Fig. 1: the metal 1 layer
Supply wires on this layer in gray.
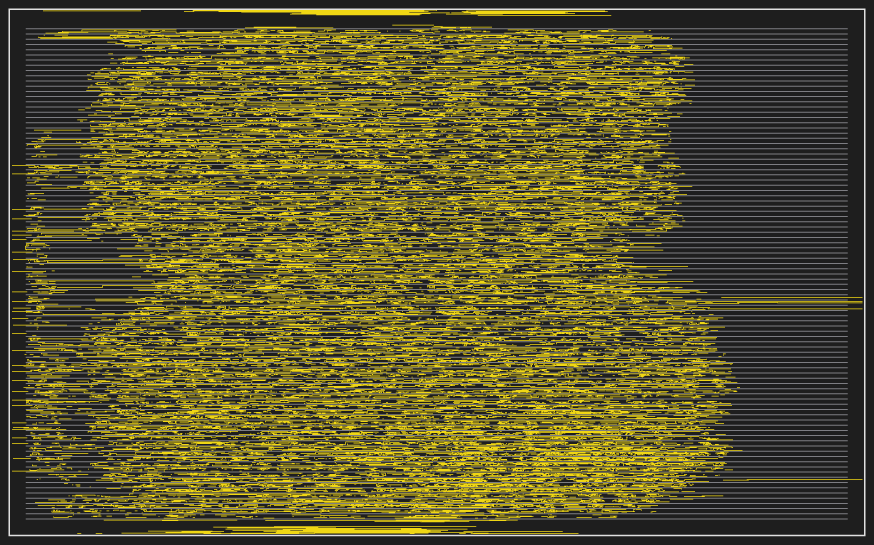
Fig. 2: routed metal per tile
The die is cut into 22 by 14 equal tiles; black is low, pale yellow is high, scaled to the fullest tile. Values are wire area over tile area, all layers added.
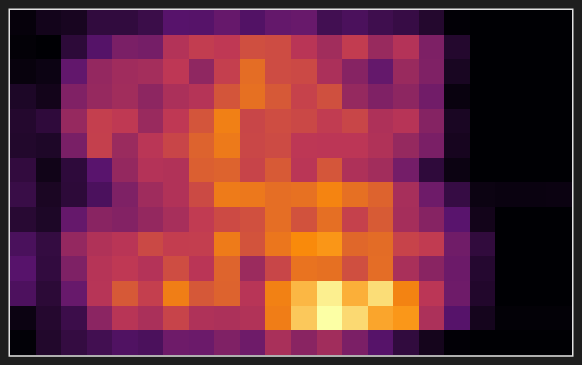
Fig. 3: placed cells, one color a class
Bar = 100 um. Fill, decap, tap and diode cells in gray.
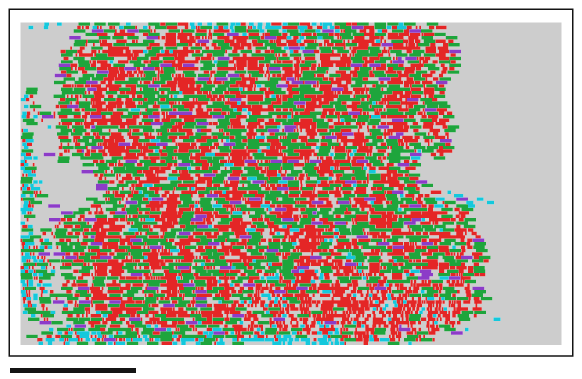
Fig. 4: cell placement
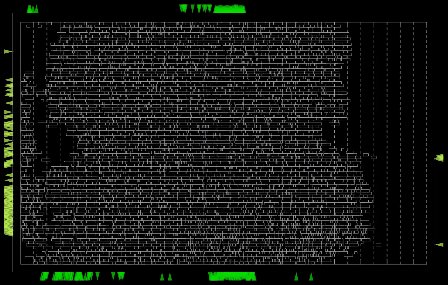
Fig. 5: routed metal, one color a layer
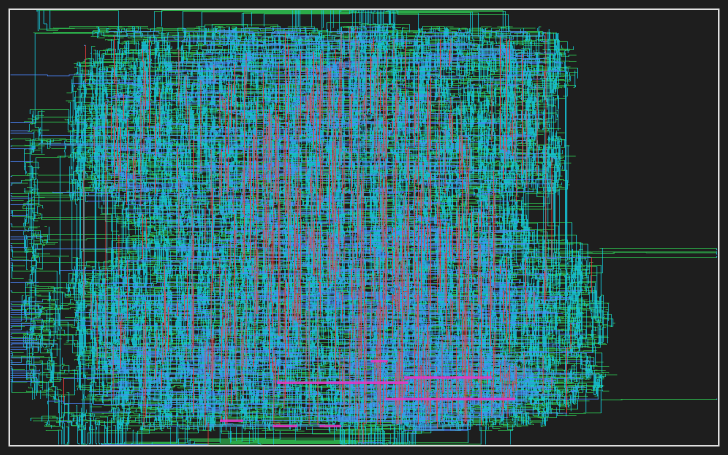
[config.mk]
export PLATFORM = sky130hd
export DESIGN_NAME = grf_scoreboard
export DESIGN_NICKNAME = d
export VERILOG_FILES = /design/src/rtl/grf_scoreboard.sv
export SDC_FILE = /design/constraint.sdc
export NUM_CORES = 2
export LEC_CHECK = 0
export ABC_CLOCK_PERIOD_IN_PS = 6000
export CORE_ASPECT_RATIO = 0.6
export CORE_MARGIN = 8
export CORE_UTILIZATION = 55
export CTS_CLUSTER_SIZE = 8
export DETAILED_ROUTE_END_ITERATION = 10
export GPL_ROUTABILITY_DRIVEN = 0
export PLACE_DENSITY = 0.81
export SYNTH_ARGS = -nofsm -noshare
export SYNTH_HDL_FRONTEND = slang
export SYNTH_SLANG_ARGS = --single-unit
[constraint.sdc]
create_clock -name clk -period 6 [get_ports clk]
set_input_delay 1.2 -clock clk [delete_from_list [all_inputs] [get_ports clk]]
set_output_delay 1.2 -clock clk [all_outputs]
set_load 0.01 [all_outputs]
[src/rtl/grf_scoreboard.sv]
// General register file with per-register in-flight write scoreboard and registered commit trace.
// Optional GRF_BYPASS_EN: same-cycle writeback commit is forwarded to the read ports.
module grf_scoreboard #(
  parameter int unsigned NREG  = 32,
  parameter int unsigned CNT_W = 2
) (
  input  logic        clk,
  input  logic        reset,
  input  logic [4:0]  rs_adr,
  input  logic [4:0]  rt_adr,
  output logic [31:0] rs_data,
  output logic [31:0] rt_data,
  input  logic        w_enable,
  input  logic [4:0]  w_adr,
  input  logic [31:0] w_data,
  input  logic [31:0] w_pc,
  input  logic        issue_en,
  input  logic [4:0]  issue_adr,
  input  logic        flush,
  output logic        rs_busy,
  output logic        rt_busy,
  output logic        sb_err,
  output logic        trace_valid,
  output logic [31:0] trace_pc,
  output logic [4:0]  trace_adr,
  output logic [31:0] trace_data
);

  logic [31:0]      regs    [1:NREG-1];
  logic [CNT_W-1:0] cnt     [1:NREG-1];
  logic [CNT_W-1:0] cnt_nxt [1:NREG-1];
  logic             err_set;
  logic             w_hit;
  logic             iss_hit;
  logic             rs_ok;
  logic             rt_ok;

  assign w_hit   = w_enable && (w_adr != '0) && (32'(w_adr) < NREG);
  assign iss_hit = issue_en && (issue_adr != '0) && (32'(issue_adr) < NREG);
  assign rs_ok   = (rs_adr != '0) && (32'(rs_adr) < NREG);
  assign rt_ok   = (rt_adr != '0) && (32'(rt_adr) < NREG);

  // A matching issue and retire cancel; flush overrides both and raises no error.
  always_comb begin
    err_set = 1'b0;
    for (int unsigned i = 1; i < NREG; i++) begin
      cnt_nxt[i] = cnt[i];
      if (flush) begin
        cnt_nxt[i] = '0;
      end else if (iss_hit && (issue_adr == 5'(i)) && !(w_hit && (w_adr == 5'(i)))) begin
        if (cnt[i] == '1) err_set = 1'b1;
        else              cnt_nxt[i] = cnt[i] + 1'b1;
      end else if (w_hit && (w_adr == 5'(i)) && !(iss_hit && (issue_adr == 5'(i)))) begin
        if (cnt[i] == '0) err_set = 1'b1;
        else              cnt_nxt[i] = cnt[i] - 1'b1;
      end
    end
  end

  always_ff @(posedge clk or negedge reset) begin
    if (!reset) begin
      for (int unsigned i = 1; i < NREG; i++) begin
        regs[i] <= '0;
        cnt[i]  <= '0;
      end
      sb_err      <= 1'b0;
      trace_valid <= 1'b0;
      trace_pc    <= '0;
      trace_adr   <= '0;
      trace_data  <= '0;
    end else begin
      for (int unsigned i = 1; i < NREG; i++) begin
        cnt[i] <= cnt_nxt[i];
      end
      if (w_hit) regs[w_adr] <= w_data;
      if (err_set) sb_err <= 1'b1;
      trace_valid <= w_hit;
      if (w_hit) begin
        trace_pc   <= w_pc;
        trace_adr  <= w_adr;
        trace_data <= w_data;
      end
    end
  end

  always_comb begin
    rs_data = '0;
    rs_busy = 1'b0;
    if (rs_ok) begin
      rs_data = regs[rs_adr];
      rs_busy = (cnt[rs_adr] != '0);
`ifdef GRF_BYPASS_EN
      // The committing write retires the last producer, so decode need not wait.
      if (w_hit && (w_adr == rs_adr)) begin
        rs_data = w_data;
        if (cnt[rs_adr] == CNT_W'(1)) rs_busy = 1'b0;
      end
`endif
    end
  end

  always_comb begin
    rt_data = '0;
    rt_busy = 1'b0;
    if (rt_ok) begin
      rt_data = regs[rt_adr];
      rt_busy = (cnt[rt_adr] != '0);
`ifdef GRF_BYPASS_EN
      if (w_hit && (w_adr == rt_adr)) begin
        rt_data = w_data;
        if (cnt[rt_adr] == CNT_W'(1)) rt_busy = 1'b0;
      end
`endif
    end
  end

endmodule

==> CHANGELOG.md <==
### Metrics

* Share of layout cells above drive strength 1 at 31.6%
* Most frequent cell after synthesis: nand2_1
* Max Slew Vio Count at 0
* Final-report hold violation count at 0
* Yosys top cell by area: dfrtp_1
* XORs/XNORs by Area at 0%
* WS Path Type: primary input to output port
* FF/Latch Area at 28200 um^2
* YS chip area at 60900 um^2
* CP startpoint: rt_adr[0]
* RSZ-0062 raised after global routing: no
* CTS sink cnt at 1125
* Biggest regs: regs (992), cnt (62)
* Remaining DRCs at 0
* CP Max Fanout at 48
* Worst slew margin at 12.7%
* Power Density at 333 nW/um^2
* RR Startpoint: cnt[54]
* Flip-flops at 1125
* Main logic family: multiplexers
* Die height at 274 um
* #FFs+latches synth at 1125
* Fmax at 187 MHz
* Reg2reg setup slack at 3.73 ns
* WHS at 0.441 ns
* Non-clk invs at 5
* CP endpoint: rt_data[3]
* Total of max-cap violations at 0
* Number of diodes at 4
* Fin crit period at 5.35 ns
* Synthesized net count at 5102
* Die ar. at 122000 um^2
* Mapped Area at 60900 um^2
* Comb area at 31000 um^2
* Met2 WL post-DR at 89.3 mm
* Status: completed
* AND-OR/OR-AND Cells, Area Fraction at 3.37%
* Cell breakdown of the critical path: buf_8 > buf_4 > mux4_2 > mux4_2 > mux2_2 > clkdlybuf4s50_1
* TNS Setup at 0 ns
* Logic power comb at 4.89 mW
* Leak pwr at 31.1 nW
* Post-synth ARST share at 100%
## Picture notes: Fig. 1
wire length on this layer: 76.1 mm
main direction: horizontal

## Picture notes: Fig. 2
fullest tile: 0.99
mean over tiles: 0.33
tiles over half the peak: 29%
nearly empty tiles: 17%
emptiest ninth of the die: top right
total wire length: 218 mm
Avg WL per Cell: 32.9 um
via count: 47700

## Picture notes: Fig. 3
[other buffers and delay cells] cyan | cells: 394 | share of their area: 5.8%
[combinational and other logic] red | cells: 3430 | share of their area: 46%
[flops] green | cells: 1125 | share of their area: 42%
[clock drivers and dummy loads] purple | cells: 176 | share of their area: 6.3%
num rows: 94
Core ar.: 110000 um^2

## Picture notes: Fig. 4
Layout fillers: 7807
Final Non-Filler Cells: 6617
fin util: 63.1%

## Picture notes: Fig. 5
[metal 2] cyan | wire length: 89.3 mm
[metal 1] green | wire length: 76.1 mm
[metal 5] magenta | wire length: 262 um
[metal 3] blue | wire length: 35.9 mm
[metal 4] red | wire length: 16100 um
GRT Util Overall: 35.4%

Power is estimated from default activity; no workload was simulated.
